$ cat src/rtl/rf_writeback_queue.sv
// rf_writeback_queue: FIFO between writeback sources and a register-file write port; rev 1.0.
// Optional RF_WBQ_FORWARD_EN adds a read-forwarding lookup (FWD_ADD/FWD_HIT/FWD_DATA).
`default_nettype none

module rf_writeback_queue #(
  parameter int DEPTH = 4,
  parameter int DW    = 16,
  parameter int AW    = 3
) (
  input  logic                      CLK,
  input  logic                      RSTN,
  input  logic                      IN_VALID,
  output logic                      IN_READY,
  input  logic [AW-1:0]             IN_WADD,
  input  logic [DW-1:0]             IN_DATA,
  output logic                      WEN,
  output logic [AW-1:0]             WADD,
  output logic [DW-1:0]             DATAIN,
  output logic [$clog2(DEPTH):0]    COUNT,
  output logic                      FULL,
  output logic                      EMPTY
`ifdef RF_WBQ_FORWARD_EN
  ,
  input  logic [AW-1:0]             FWD_ADD,
  output logic                      FWD_HIT,
  output logic [DW-1:0]             FWD_DATA
`endif
);

  localparam int c_ptr_w = $clog2(DEPTH);
  localparam int c_cnt_w = c_ptr_w + 1;
  localparam logic [c_cnt_w-1:0] c_depth = c_cnt_w'(DEPTH);

  logic [AW-1:0]        addr_mem_q [DEPTH];
  logic [DW-1:0]        data_mem_q [DEPTH];
  logic [c_ptr_w-1:0]   head_q, head_d, tail_q, tail_d;
  logic [c_cnt_w-1:0]   count_q, count_d;
  logic                 wen_q, wen_d;
  logic [AW-1:0]        wadd_q, wadd_d;
  logic [DW-1:0]        datain_q, datain_d;
  logic                 full, empty, do_push, do_pop;

  always_comb begin
    full     = (count_q == c_depth);
    empty    = (count_q == '0);
    // Push is refused when full even though the head pops this edge.
    do_push  = IN_VALID && !full;
    do_pop   = !empty;
    head_d   = head_q;
    tail_d   = tail_q;
    wen_d    = 1'b0;
    wadd_d   = wadd_q;
    datain_d = datain_q;
    if (do_pop) begin
      wen_d    = 1'b1;
      wadd_d   = addr_mem_q[head_q];
      datain_d = data_mem_q[head_q];
      head_d   = head_q + c_ptr_w'(1);
    end
    if (do_push) begin
      tail_d = tail_q + c_ptr_w'(1);
    end
    count_d = count_q + c_cnt_w'(do_push) - c_cnt_w'(do_pop);
  end

  always_ff @(posedge CLK) begin
    if (!RSTN) begin
      head_q   <= '0;
      tail_q   <= '0;
      count_q  <= '0;
      wen_q    <= 1'b0;
      wadd_q   <= '0;
      datain_q <= '0;
    end else begin
      head_q   <= head_d;
      tail_q   <= tail_d;
      count_q  <= count_d;
      wen_q    <= wen_d;
      wadd_q   <= wadd_d;
      datain_q <= datain_d;
    end
  end

  always_ff @(posedge CLK) begin
    if (RSTN && do_push) begin
      addr_mem_q[tail_q] <= IN_WADD;
      data_mem_q[tail_q] <= IN_DATA;
    end
  end

  assign IN_READY = !full;
  assign FULL     = full;
  assign EMPTY    = empty;
  assign COUNT    = count_q;
  assign WEN      = wen_q;
  assign WADD     = wadd_q;
  assign DATAIN   = datain_q;

`ifdef RF_WBQ_FORWARD_EN
  logic [c_ptr_w-1:0] fwd_idx;

  // Scan oldest to newest so the last match left standing is the newest.
  always_comb begin
    FWD_HIT  = 1'b0;
    FWD_DATA = '0;
    fwd_idx  = '0;
    if (wen_q && (wadd_q == FWD_ADD)) begin
      FWD_HIT  = 1'b1;
      FWD_DATA = datain_q;
    end
    for (int i = 0; i < DEPTH; i++) begin
      fwd_idx = head_q + c_ptr_w'(i);
      if ((c_cnt_w'(i) < count_q) && (addr_mem_q[fwd_idx] == FWD_ADD)) begin
        FWD_HIT  = 1'b1;
        FWD_DATA = data_mem_q[fwd_idx];
      end
    end
  end
`endif

endmodule

`default_nettype wire

$ cat config.mk
export PLATFORM = sky130hd
export DESIGN_NAME = rf_writeback_queue
export DESIGN_NICKNAME = d
export VERILOG_FILES = /design/src/rtl/rf_writeback_queue.sv
export SDC_FILE = /design/constraint.sdc
export NUM_CORES = 1
export LEC_CHECK = 0
export CORE_AREA = 3 3 83 105
export CTS_CLUSTER_SIZE = 25
export DETAILED_ROUTE_END_ITERATION = 16
export DIE_AREA = 0 0 86 108
export GPL_TIMING_DRIVEN = 0
export PLACE_DENSITY = 0.7
export SLEW_MARGIN = 15
export SYNTH_ARGS = -nofsm -noshare
export SYNTH_HDL_FRONTEND = slang
export SYNTH_SLANG_ARGS = --single-unit
export TNS_END_PERCENT = 10
$ cat constraint.sdc
create_clock -name CLK -period 2.21 [get_ports CLK]
set_clock_uncertainty 0.1 [all_clocks]
set_input_delay 0.221 -clock CLK [delete_from_list [all_inputs] [get_ports CLK]]
set_output_delay 0.221 -clock CLK [all_outputs]
set_load 0.01 [all_outputs]
==> results.json, run 1 <==
{
  "comb_power_share": 0.350,
  "drt-pass1-iter-count": 4,
  "ys_cells": 191,
  "layout.area.comb_um2": 918,
  "ys_seq_elements": 103,
  "ys.flop_type": "edfxtp_1",
  "synth_cell_types": 26,
  "flop_area_um2": 2830,
  "yosys.area.top_type": "edfxtp_1",
  "crit-reg2reg-launch": "COUNT[2]$_SDFF_PN0_",
  "drive_gt1_frac": 0.261,
  "final-hold-violation-count": 0,
  "cts_root_buffer": "clkbuf_8",
  "dp_slack_ns": -0.332,
  "switching_share": 0.282,
  "die_x_um": 86,
  "slew_headroom": 0.548,
  "power_mw": 5.59,
  "synth_nets": 220,
  "dieHeight_um": 108,
  "critPathKind": "reg2reg",
  "hold_path_end": "DATAIN[10]$_SDFFE_PN0N_",
  "p_leak_nw": 1.62,
  "end_kind": "flop",
  "antenna_left": 0,
  "cts_tree": "built",
  "io_pins": 48,
  "finalInstanceArea_um2": 4730,
  "start_kind": "flop",
  "slew_viol_final": 0,
  "coreArea_um2": 7790,
  "hold_start": "DATAIN[10]$_SDFFE_PN0N_",
  "grt_max_degree": 20,
  "r2r_slack_ns": -0.17,
  "internal_power_mw": 4.01,
  "required_ns": 2.35,
  "common_cells": "edfxtp_1 (76), dfxtp_1 (27), a22o_1 (19), mux4_2 (19), inv_1 (8)",
  "hp-class": "reg2reg",
  "fill_cells": 576,
  "p_seq_frac": 0.449,
  "rr_endpoint": "COUNT[2]$_SDFF_PN0_",
  "setup_slack_ns": -0.173,
  "ctsHoldBuffers": 0,
  "die_area_um2": 9290,
  "insertion_delay_ns": 0.35,
  "viasPerCell": 5.27,
  "wl_met1_um": 2830,
  "cts_inserted_buffers": 9,
  "topRoutingLayerUsed": "met4",
  "async_flop_share": 0,
  "worstPathArrival_ns": 2.52,
  "clock_path_buffers": 2,
  "violations": "negative setup slack",
  "worstPathMaxFanout": 3,
  "run_status": "complete, but fails checks",
  "ys_seq_share": 0.744,
  "gp_congestion": 0.713,
  "dr_wl_met2_um": 3370,
  "drc_errors": 0,
  "synth.most_common_cell": "edfxtp_1",
  "setup_viol": 1,
  "synth.avg_cell_area_um2": 19.9,
  "finalClockPeriodUsage": 1.08,
  "switchingPower_mw": 1.57,
  "clock_power_share": 0.201,
  "grt_setup_unrepaired": "true",
  "edf_count": 76,
  "r2r_cells": 12,
  "antenna_found_initial": 0,
  "critPathLaunch": "COUNT[2]$_SDFF_PN0_",
  "power.density_nw_per_um2": 1180,
  "syn_to_final_growth_pct": 24.8,
  "max_freq_ghz": 0.420,
  "netlist.area_leader.share": 0.601,
  "drt_iter0_drc": 149,
  "io_buffer_count": 47,
  "grt_pass1_vias": 2047,
  "floorplan.core_util": 0.487,
  "hpwl_um": 3950,
  "grt_pass1_wl_um": 10500,
  "syn-cell-area_um2": 3790,
  "yosys_area_um2": 3790,
  "clkSlewWorstSetupHoldPaths_ns": 0.09,
  "grt_overflow": 0
}
## run 1: cell families after synthesis
family          after synthesis  share of synthesized area
flops                       103                      0.744
compound gates               24                     0.0511
mux                          19                      0.113
simple gates                 18                     0.0303
buf+inv                      17                     0.0300
fa+ha+maj                     7                     0.0251
xor+xnor                      3                    0.00693
## run 1: layout make-up
type / count / area share
Multi-Input combinational cell: 71 / 0.194
Sequential cell: 103 / 0.599
Buffer: 8 / 0.0166
Timing Repair Buffer: 57 / 0.118
Tap cell: 95 / 0.0251
Clock inverter: 4 / 0.0106
Inverter: 9 / 0.00872
Clock buffer: 12 / 0.0285
## run 1: metrics by stage
| stage | setup TNS, ns | utilization | hold WS, ns |
|---|---|---|---|
| global placement | -13.33 | 0.564 | 0.358 |
| global route | -0.272 | 0.608 | 0.384 |
| CTS | -0.125 | 0.596 | 0.373 |
| finish | -0.173 | 0.608 | 0.383 |
| detailed placement | -14.20 | 0.564 | 0.365 |
| floorplan | -0.122 | - | 0.220 |
## run 1: sequential cells by signal, summed over array words and instances (netlist names)
signal,count
data_mem_q,64
tail_q,2
DATAIN,16
COUNT,3
WEN,1
WADD,3
head_q,2
addr_mem_q,12
## run 1: how the worst max path moves through the flow
stage                                endpoint  slack [ns]  depth (start not counted)
after floorplan           COUNT[2]$_SDFF_PN0_       -0.12                         12
after global placement    COUNT[2]$_SDFF_PN0_       -0.26                         12
after detailed placement  COUNT[2]$_SDFF_PN0_       -0.33                         12
after CTS                 COUNT[2]$_SDFF_PN0_       -0.13                         12
after global routing      COUNT[2]$_SDFF_PN0_       -0.26                         12
final                     COUNT[2]$_SDFF_PN0_       -0.17                         12
## run 1: worst max-delay path: stages (launching register included)
cell and delay [ns]:
dfxtp_4 0.37, or3b_4 0.40, clkinv_4 0.07, nor2_4 0.04, inv_2 0.06, ha_4 0.20
inv_4 0.05, ha_4 0.12, inv_2 0.03, fa_2 0.40, xor2_2 0.21, and2_4 0.18
nor3_4 0.03
## run 1: power by group through the flow
| stage | Sequential, mW | Clock (mW) | Combinational (mW) |
|---|---|---|---|
| floorplan | 2.63 | 0 | 0.933 |
| global placement | 2.57 | 0 | 1.65 |
| detailed placement | 2.57 | 0 | 1.68 |
| CTS | 2.52 | 1.15 | 1.80 |
| global route | 2.54 | 1.24 | 2.11 |
| finish | 2.51 | 1.12 | 1.96 |
## run 1: per-layer routing
layer  up-vias  track usage
met1       960        0.194
met3         8       0.0328
met2        41        0.258
li1        884            -
met5         -            0
met4         0       0.0792
## run 1: layout by cell type, fill, tap and decap left out, types with 3 or more instances in the layout
master           instances
dfxtp_4                  3
edfxtp_1                76
a22o_1                  19
clkdlybuf4s50_1         47
inv_1                    5
buf_12                   3
clkbuf_8                 9
and3_2                   4
buf_4                    9
dfxtp_1                 24
nor2_1                   4
mux4_2                  19
clkbuf_1                 6
ha_1                     4
## run 1: repair_timing
item,CTS,global route
endpoints found under the setup margin,58,59
pin swaps,0,7
gates resized,5,14
buffers inserted,5,5
==> run_1/metal_stack.png <==
Bar = 20 um.
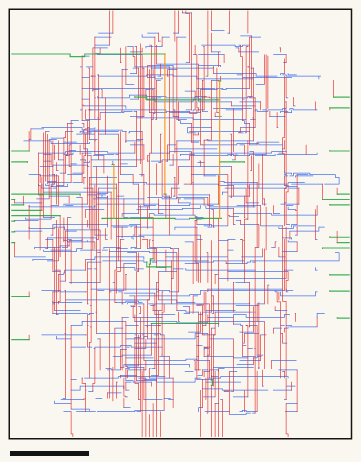
[red] met2 | wire length: 3370 um
[green] met3 | wire length: 239 um
[blue] met1 | wire length: 2830 um
[orange] met4 | wire length: 83.6 um
via count: 1893
WL final: 6530 um
average wire per standard cell: 18.2 um
aggregate global-route resource usage: 0.156

==> run_1/met3.png <==
Bar = 20 um.
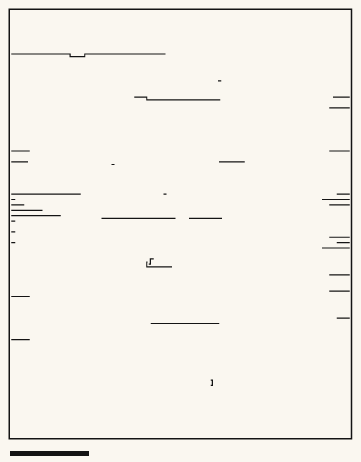
share of all routed wire: 3.7%
main direction: horizontal
nets with wire on the layer: 29
longest straight run: 20.2 um
wire length on this layer: 239 um

==> run_1/final_placement.png <==
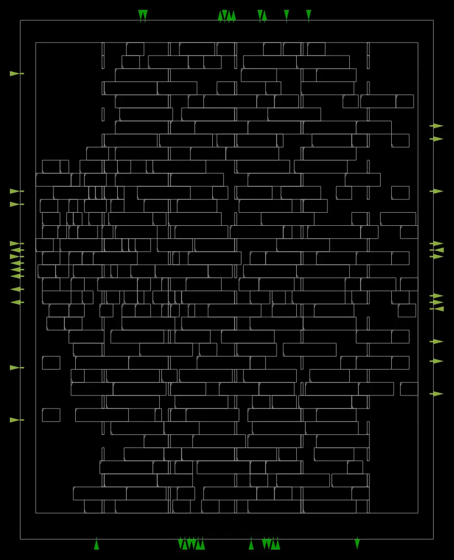
post-layout util: 0.608
tap cells: 95
sequential share of cell area: 0.599

==> run 2, diff against run 1 <==
--- a/config.mk
+++ b/config.mk
@@ -11,7 +11,6 @@
 export DIE_AREA = 0 0 86 108
 export GPL_TIMING_DRIVEN = 0
 export PLACE_DENSITY = 0.7
-export SLEW_MARGIN = 15
 export SYNTH_ARGS = -nofsm -noshare
 export SYNTH_HDL_FRONTEND = slang
 export SYNTH_SLANG_ARGS = --single-unit
==> run_2/pins.png <==
Bar = 20 um. Pins as bars across the die edge, other pins in grey.
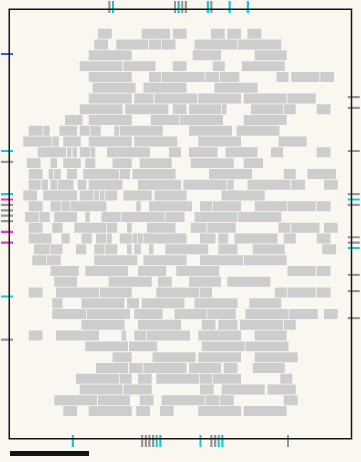
[cyan] IN_DATA | pins: 16 | direction: input | edge: 6 bottom, 5 top, 3 left, 2 right
[blue] CLK | pins: 1 | direction: input | edge: left
[magenta] COUNT | pins: 3 | direction: output | edge: left

==> run 2 against run 1 <==
Clock power barely moved. Setup slack did not move. Sequential share of layout area did not move. Global-route usage did not move. Flip-flop count did not move. Non-clock buffer count did not move. The run still ends with negative setup slack left. Wire length did not move. First-iteration DRC count did not move.
==> results.json, run 2 <==
{
  "run_status": "complete, but fails checks",
  "violations": "negative setup slack",
  "wire_per_inst_um": 18.2,
  "grt_pass1_wl_um": 10500,
  "worstPathMaxFanout": 3,
  "grt_pass1_vias": 2047,
  "dieHeight_um": 108,
  "die_x_um": 86,
  "slew_headroom": 0.548,
  "drc_errors": 0,
  "fill_cells": 576,
  "setup_viol": 1,
  "hpwl_um": 3950,
  "yosys_area_um2": 3790,
  "cts_root_buffer": "clkbuf_8",
  "final-hold-violation-count": 0,
  "p_leak_nw": 1.62,
  "cts_tree": "built",
  "die_area_um2": 9290,
  "antenna_found_initial": 0,
  "netlist.area_leader.share": 0.601,
  "ys_seq_elements": 103,
  "max_stage_delay_ns": 0.40,
  "r2r_cells": 12,
  "end_kind": "flop",
  "async_flop_share": 0,
  "crit-reg2reg-launch": "COUNT[2]$_SDFF_PN0_",
  "ys.flop_type": "edfxtp_1",
  "worstPathArrival_ns": 2.52,
  "yosys.area.top_type": "edfxtp_1",
  "via_count": 1893,
  "drive_gt1_frac": 0.261,
  "slew_viol_final": 0,
  "drt_iter0_drc": 149,
  "critPathKind": "reg2reg",
  "largest_reg_flops": 64,
  "grt_overflow": 0,
  "tns_ns": -0.173,
  "drt-total-wl_um": 6530,
  "io_buffer_count": 47,
  "common_cells": "edfxtp_1 (76), dfxtp_1 (27), a22o_1 (19), mux4_2 (19), inv_1 (8)",
  "synth_cell_types": 26,
  "cp_slowest_cell": "or3b_4",
  "start_kind": "flop",
  "clkSlewWorstSetupHoldPaths_ns": 0.09,
  "track_usage": 0.156,
  "hold_start": "DATAIN[10]$_SDFFE_PN0N_",
  "syn_to_final_growth_pct": 24.8,
  "io_pins": 48,
  "setup_slack_ns": -0.173,
  "synth.avg_cell_area_um2": 19.9,
  "required_ns": 2.35,
  "top_register": "data_mem_q",
  "max_freq_ghz": 0.420,
  "hold_path_end": "DATAIN[10]$_SDFFE_PN0N_",
  "cts_inserted_buffers": 9,
  "synth.most_common_cell": "edfxtp_1",
  "syn-cell-area_um2": 3790,
  "r2r_slack_ns": -0.17,
  "grt_setup_unrepaired": "true",
  "final_cell_mix": "edfxtp_1 (76), clkdlybuf4s50_1 (47), dfxtp_1 (24)",
  "crit_path_cell_trace": "or3b_4 > clkinv_4 > nor2_4 > inv_2 > ha_4 > inv_4 > ha_4 > inv_2 > fa_2 > xor2_2 > and2_4 > nor3_4",
  "ys_seq_share": 0.744,
  "antenna_left": 0,
  "hp-class": "reg2reg",
  "edf_count": 76,
  "coreArea_um2": 7790,
  "floorplan.core_util": 0.487,
  "power.density_nw_per_um2": 1180,
  "clock_path_buffers": 2
}
==> run_2/met3.png <==
Bar = 20 um.
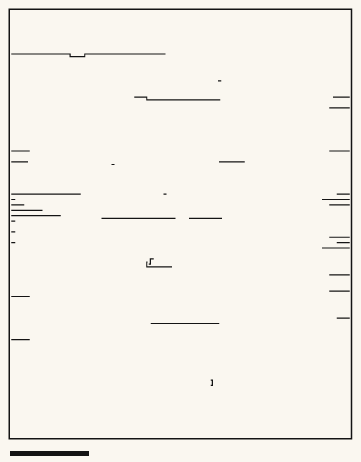
main direction: horizontal
share of all routed wire: 3.7%
wire length on this layer: 239 um
nets with wire on the layer: 29

run 2: cell counts after synthesis:
Identical to the previous run, type by type.
run 2: power breakdown:
group / internal, mW / switching [mW] / total, mW
Sequential: 2.37 / 0.140 / 2.51
Combinational: 1.12 / 0.833 / 1.96
Clock: 0.524 / 0.600 / 1.12
run 2: worst max-delay path: cells and delay by family, from the launching register on:
family	cells	cell delay, ns
adders and majority gates	3	0.72
and+or+nand+nor	4	0.65
DFF	1	0.37
buffers and inverters	4	0.21
xor gates and xnor gates	1	0.21
run 2: layout make-up:
| cell class | instances | area, um2 | area share |
|---|---|---|---|
| Sequential cell | 103 | 2830 | 0.599 |
| Multi-Input combinational cell | 71 | 918 | 0.194 |
| Timing Repair Buffer | 57 | 558 | 0.118 |
| Clock buffer | 12 | 135 | 0.0285 |
| Tap cell | 95 | 119 | 0.0251 |
| Buffer | 8 | 78.8 | 0.0166 |
| Clock inverter | 4 | 50.0 | 0.0106 |
| Inverter | 9 | 41.3 | 0.00872 |
run 2: worst max-delay path by stage:
stage,to,start
6_report,COUNT[2]$_SDFF_PN0_,COUNT[2]$_SDFF_PN0_
5_1_grt,COUNT[2]$_SDFF_PN0_,COUNT[2]$_SDFF_PN0_
4_1_cts,COUNT[2]$_SDFF_PN0_,COUNT[2]$_SDFF_PN0_
3_5_place_dp,COUNT[2]$_SDFF_PN0_,IN_VALID
3_3_place_gp,COUNT[2]$_SDFF_PN0_,IN_VALID
2_1_floorplan,COUNT[2]$_SDFF_PN0_,COUNT[2]$_SDFF_PN0_
run 2: routing by layer:
metal  GRT usage  vias to the layer above  routed length [um]  share of wire
li1            -                      884                   -              -
met1       0.194                      960                2830           0.43
met2       0.258                       41                3370           0.52
met3      0.0328                        8                 238          0.036
met4      0.0792                        0                  83          0.013
met5           0                        -                   0              0
run 2: what timing repair did:
item | in CTS | in global routing
hold buffers | 0 | 0
setup buffers | 5 | 5
resized | 5 | 14
pin swaps | 0 | 7
endpoints found under the setup margin | 58 | 59
run 2: stage by stage:
step           hold WS, ns  instance area, um2  total power, mW  setup slack, ns  utilization
6_report             0.383                4730             5.59           -0.173        0.608
4_1_cts              0.373                4640             5.47           -0.125        0.596
3_3_place_gp         0.358                4400             4.21           -0.255        0.564
2_1_floorplan        0.220                3810             3.57           -0.122            -
3_5_place_dp         0.365                4400             4.26           -0.332        0.564
5_1_grt              0.384                4730             5.89           -0.262        0.608
run 2: cells by family after synthesis:
logic type	Yosys count	synth area share
AND-OR/OR-AND	24	0.0511
XOR/XNOR	3	0.00693
adder cells (fa/ha/maj)	7	0.0251
buffers and inverters	17	0.0300
flip-flops	103	0.744
multiplexers	19	0.113
AND/OR/NAND/NOR	18	0.0303
==> run_2/drive_strength.png <==
Bar = 20 um.
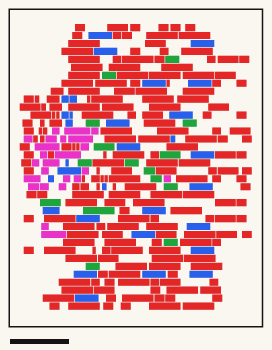

==> run 3, diff against run 2 <==
--- a/config.mk
+++ b/config.mk
@@ -5,12 +5,13 @@
 export SDC_FILE = /design/constraint.sdc
 export NUM_CORES = 1
 export LEC_CHECK = 0
-export CORE_AREA = 3 3 83 105
+export CORE_AREA = 3 3 63 123
 export CTS_CLUSTER_SIZE = 25
 export DETAILED_ROUTE_END_ITERATION = 16
-export DIE_AREA = 0 0 86 108
+export DIE_AREA = 0 0 66 126
+export DONT_BUFFER_PORTS = 1
 export GPL_TIMING_DRIVEN = 0
-export PLACE_DENSITY = 0.7
+export PLACE_DENSITY = 0.69
 export SYNTH_ARGS = -nofsm -noshare
 export SYNTH_HDL_FRONTEND = slang
 export SYNTH_SLANG_ARGS = --single-unit
==> run_3/drive_strength.png <==
Bar = 20 um.
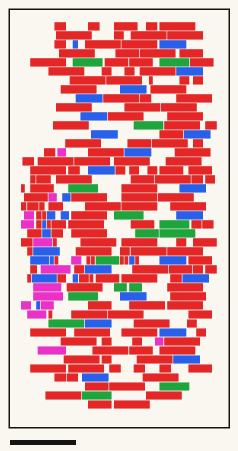
[blue] drive 2 | cells: 32 | share: 14%
[red] drive 1 or less | cells: 168 | share: 73%
[green] drive 6 and up | cells: 15 | share: 6.6%
[magenta] drive 3 to 4 | cells: 14 | share: 6.1%
setup ws final: -0.233 ns
area delta synth->final: 18.8%
Non-clock buffers: 30

==> run_3/met3.png <==
Bar = 20 um.
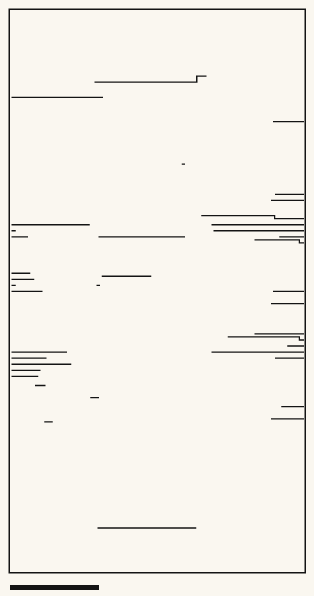
share of all routed wire: 5.5%
main direction: horizontal
wire length on this layer: 371 um
via count: 1796
met3 global-route usage: 0.0589
WL final: 6790 um

==> run 3 against run 2 <==
The run still ends with negative setup slack left. Critical path depth unchanged. Synthesized area is the same. Final cell count fell by 11%. Highest routed layer unchanged. Clock power grew 46%. Hold slack got worse by 0.30 ns. Flip-flop count unchanged. Sequential power is 6% higher. Cell area down 4.8%. Fmax decreased by 2.4%. Setup slack worse by 0.060 ns. Combinational power decreased by 35%. Critical path type unchanged. Non-clock buffer count is 35 lower.
==> results.json, run 3 <==
{
  "run_status": "complete, but fails checks",
  "violations": "negative setup slack",
  "max_freq_ghz": 0.409,
  "switching_share": 0.278,
  "top_register": "data_mem_q",
  "yosys.area.top_type": "edfxtp_1",
  "dp_cells": 281,
  "critPathKind": "reg2reg",
  "grt_use_met1": 0.180,
  "p_seq_frac": 0.478,
  "track_usage": 0.177,
  "die_area_um2": 8320,
  "insertion_delay_ns": 0.34,
  "ys_seq_share": 0.744,
  "comb_power_share": 0.230,
  "crit-reg2reg-launch": "COUNT[2]$_SDFF_PN0_",
  "p_leak_nw": 1.54,
  "gp_congestion": 0.713,
  "power_mw": 5.58,
  "rr_endpoint": "COUNT[2]$_SDFF_PN0_",
  "die_x_um": 66,
  "slew_headroom": 0.584,
  "tightest_slew_ns": 0.624,
  "hold_slack_ns": 0.0831,
  "r2r_slack_ns": -0.23,
  "grt_pass1_vias": 2017,
  "largest_reg_flops": 64,
  "setup_slack_ns": -0.233,
  "syn-cell-area_um2": 3790,
  "ys_seq_elements": 103,
  "netlist.area_leader.share": 0.601,
  "required_ns": 2.37,
  "power.density_nw_per_um2": 1240,
  "dp_slack_ns": -0.271,
  "ys_warn_count": 0,
  "whs_path_depth": 2,
  "io_pins": 48,
  "synthCells": 191,
  "ys.flop_type": "edfxtp_1",
  "final_cell_mix": "edfxtp_1 (76), dfxtp_1 (24), dlygate4sd3_1 (21)",
  "synth_cell_types": 26,
  "drive_gt1_frac": 0.266,
  "cts.sinks": 103,
  "antenna_found_initial": 0,
  "ys_cells": 191,
  "setup_viol": 2,
  "fin_cells": 319,
  "cts_tree": "built",
  "worstPathArrival_ns": 2.61,
  "clock_path_buffers": 2,
  "wire_per_inst_um": 21.3,
  "hpwl_um": 4440,
  "drc_errors": 0,
  "synth.most_common_cell": "edfxtp_1",
  "start_kind": "flop",
  "switchingPower_mw": 1.55,
  "grt_max_degree": 20,
  "rows": 43,
  "async_flop_share": 0,
  "max_stage_delay_ns": 0.45,
  "drt_iter0_drc": 102,
  "io_buffer_count": 0,
  "layout.nets": 253,
  "crit_path_cell_trace": "or3b_4 > clkinv_4 > nor2_4 > inv_2 > ha_4 > inv_2 > ha_4 > inv_2 > fa_2 > xor2_2 > and2_4 > nor3_4",
  "hp-class": "in2reg",
  "coreArea_um2": 6940,
  "floorplan.core_util": 0.547,
  "drt-pass1-iter-count": 6,
  "clock_power_share": 0.293,
  "end_kind": "flop",
  "edf_count": 76,
  "synthTopCellsByArea": "edfxtp_1 (60%), dfxtp_1 (14%), mux4_2 (11%), a22o_1 (4.4%), ha_1 (2.0%)",
  "busiest_layer": "met2",
  "yosys_area_um2": 3790,
  "synth.avg_cell_area_um2": 19.9,
  "clkSlewWorstSetupHoldPaths_ns": 0.06,
  "irDropWorstVdd_uv": 801,
  "final-hold-violation-count": 0,
  "lay_top_count": "edfxtp_1",
  "finalClockPeriodUsage": 1.11,
  "dieHeight_um": 126,
  "grt_setup_unrepaired": "true",
  "slew_viol_final": 0,
  "drv_cap": 0,
  "cts_inserted_buffers": 9,
  "cp_slowest_cell": "or3b_4",
  "antenna_cells": 0,
  "grt_overflow": 0,
  "tns_ns": -0.275,
  "synth_nets": 220,
  "antenna_left": 0,
  "r2r_cells": 12,
  "worstPathMaxFanout": 6,
  "post-route-min-period_ns": 2.44,
  "crit_top_cell": "inv_2",
  "grtUsageMet2": 0.318,
  "cts_root_buffer": "clkbuf_16",
  "hold_start": "RSTN",
  "viasPerCell": 5.63,
  "cts_htree_levels": 3,
  "internal_power_mw": 4.03,
  "hold_path_end": "head_q[0]$_SDFFE_PN0N_",
  "warnings": 32,
  "common_cells": "edfxtp_1 (76), dfxtp_1 (27), a22o_1 (19), mux4_2 (19), inv_1 (8)",
  "grt_pass1_wl_um": 10400
}
run 3: cell families (layout without fill, tap and decap cells):
family,Yosys count,count (layout),synth area share
adders and majority gates,7,7,0.0251
xor gates and xnor gates,3,3,0.00693
DFF,103,103,0.744
muxes,19,19,0.113
and+or+nand+nor,18,18,0.0303
buffers and inverters,17,55,0.0300
AOI/OAI and AO/OA,24,24,0.0511
run 3: power by group through the flow:
stage | combinational (mW) | sequential, mW | clock (mW)
after detailed placement | 1.14 | 2.71 | 0
after global routing | 1.39 | 2.70 | 1.75
after floorplan | 0.933 | 2.63 | 0
final | 1.28 | 2.66 | 1.63
after CTS | 1.20 | 2.66 | 1.67
after global placement | 1.08 | 2.69 | 0
run 3: critical path: cells and delay by family (launching register included):
kind          cells  cell delay (ns)
flops             1             0.40
simple gates      4             0.79
buf+inv           4             0.25
fa+ha+maj         3             0.67
xor+xnor          1             0.16
run 3: through the flow:
stage                     utilization  area [um2]
after floorplan                     -        3810
after global placement          0.565        3920
after detailed placement        0.565        3920
after CTS                       0.642        4460
after global routing            0.650        4510
final                           0.650        4510
run 3: how the worst max path moves through the flow:
stage	start	to	slack [ns]	cells past startpoint
2_1_floorplan	COUNT[2]$_SDFF_PN0_	COUNT[2]$_SDFF_PN0_	-0.12	12
3_3_place_gp	COUNT[2]$_SDFF_PN0_	COUNT[2]$_SDFF_PN0_	-0.18	12
3_5_place_dp	COUNT[1]$_SDFF_PN0_	COUNT[2]$_SDFF_PN0_	-0.27	12
4_1_cts	COUNT[2]$_SDFF_PN0_	COUNT[2]$_SDFF_PN0_	-0.25	12
5_1_grt	COUNT[2]$_SDFF_PN0_	COUNT[2]$_SDFF_PN0_	-0.33	12
6_report	COUNT[2]$_SDFF_PN0_	COUNT[2]$_SDFF_PN0_	-0.23	12
run 3: area by class of cell:
type	instances	area, um2
buffer	8	78.8
clock buffer	10	229
clock inverter	6	85.1
fill	476	2430
inverter	9	38.8
multi-input combinational	71	916
sequential	103	2830
tap	90	113
timing repair buffer	22	218
run 3: per-layer routing:
layer / vias to the layer above / wire (um) / share of wire
met1: 924 / 2330 / 0.34
met4: 0 / 137 / 0.020
li1: 819 / - / -
met2: 43 / 3950 / 0.58
met5: - / 0 / 0
met3: 10 / 371 / 0.055
run 3: timing repair:
item | CTS | global route
hold buffers | 21 | 0
hold endpoints to repair | 79 | 0
resized | 6 | 10
buffers inserted | 0 | 1
pin swaps | 0 | 4
endpoints found under the setup margin | 78 | 2
Power figures rest on the tool's default switching activity, not on a simulated workload.
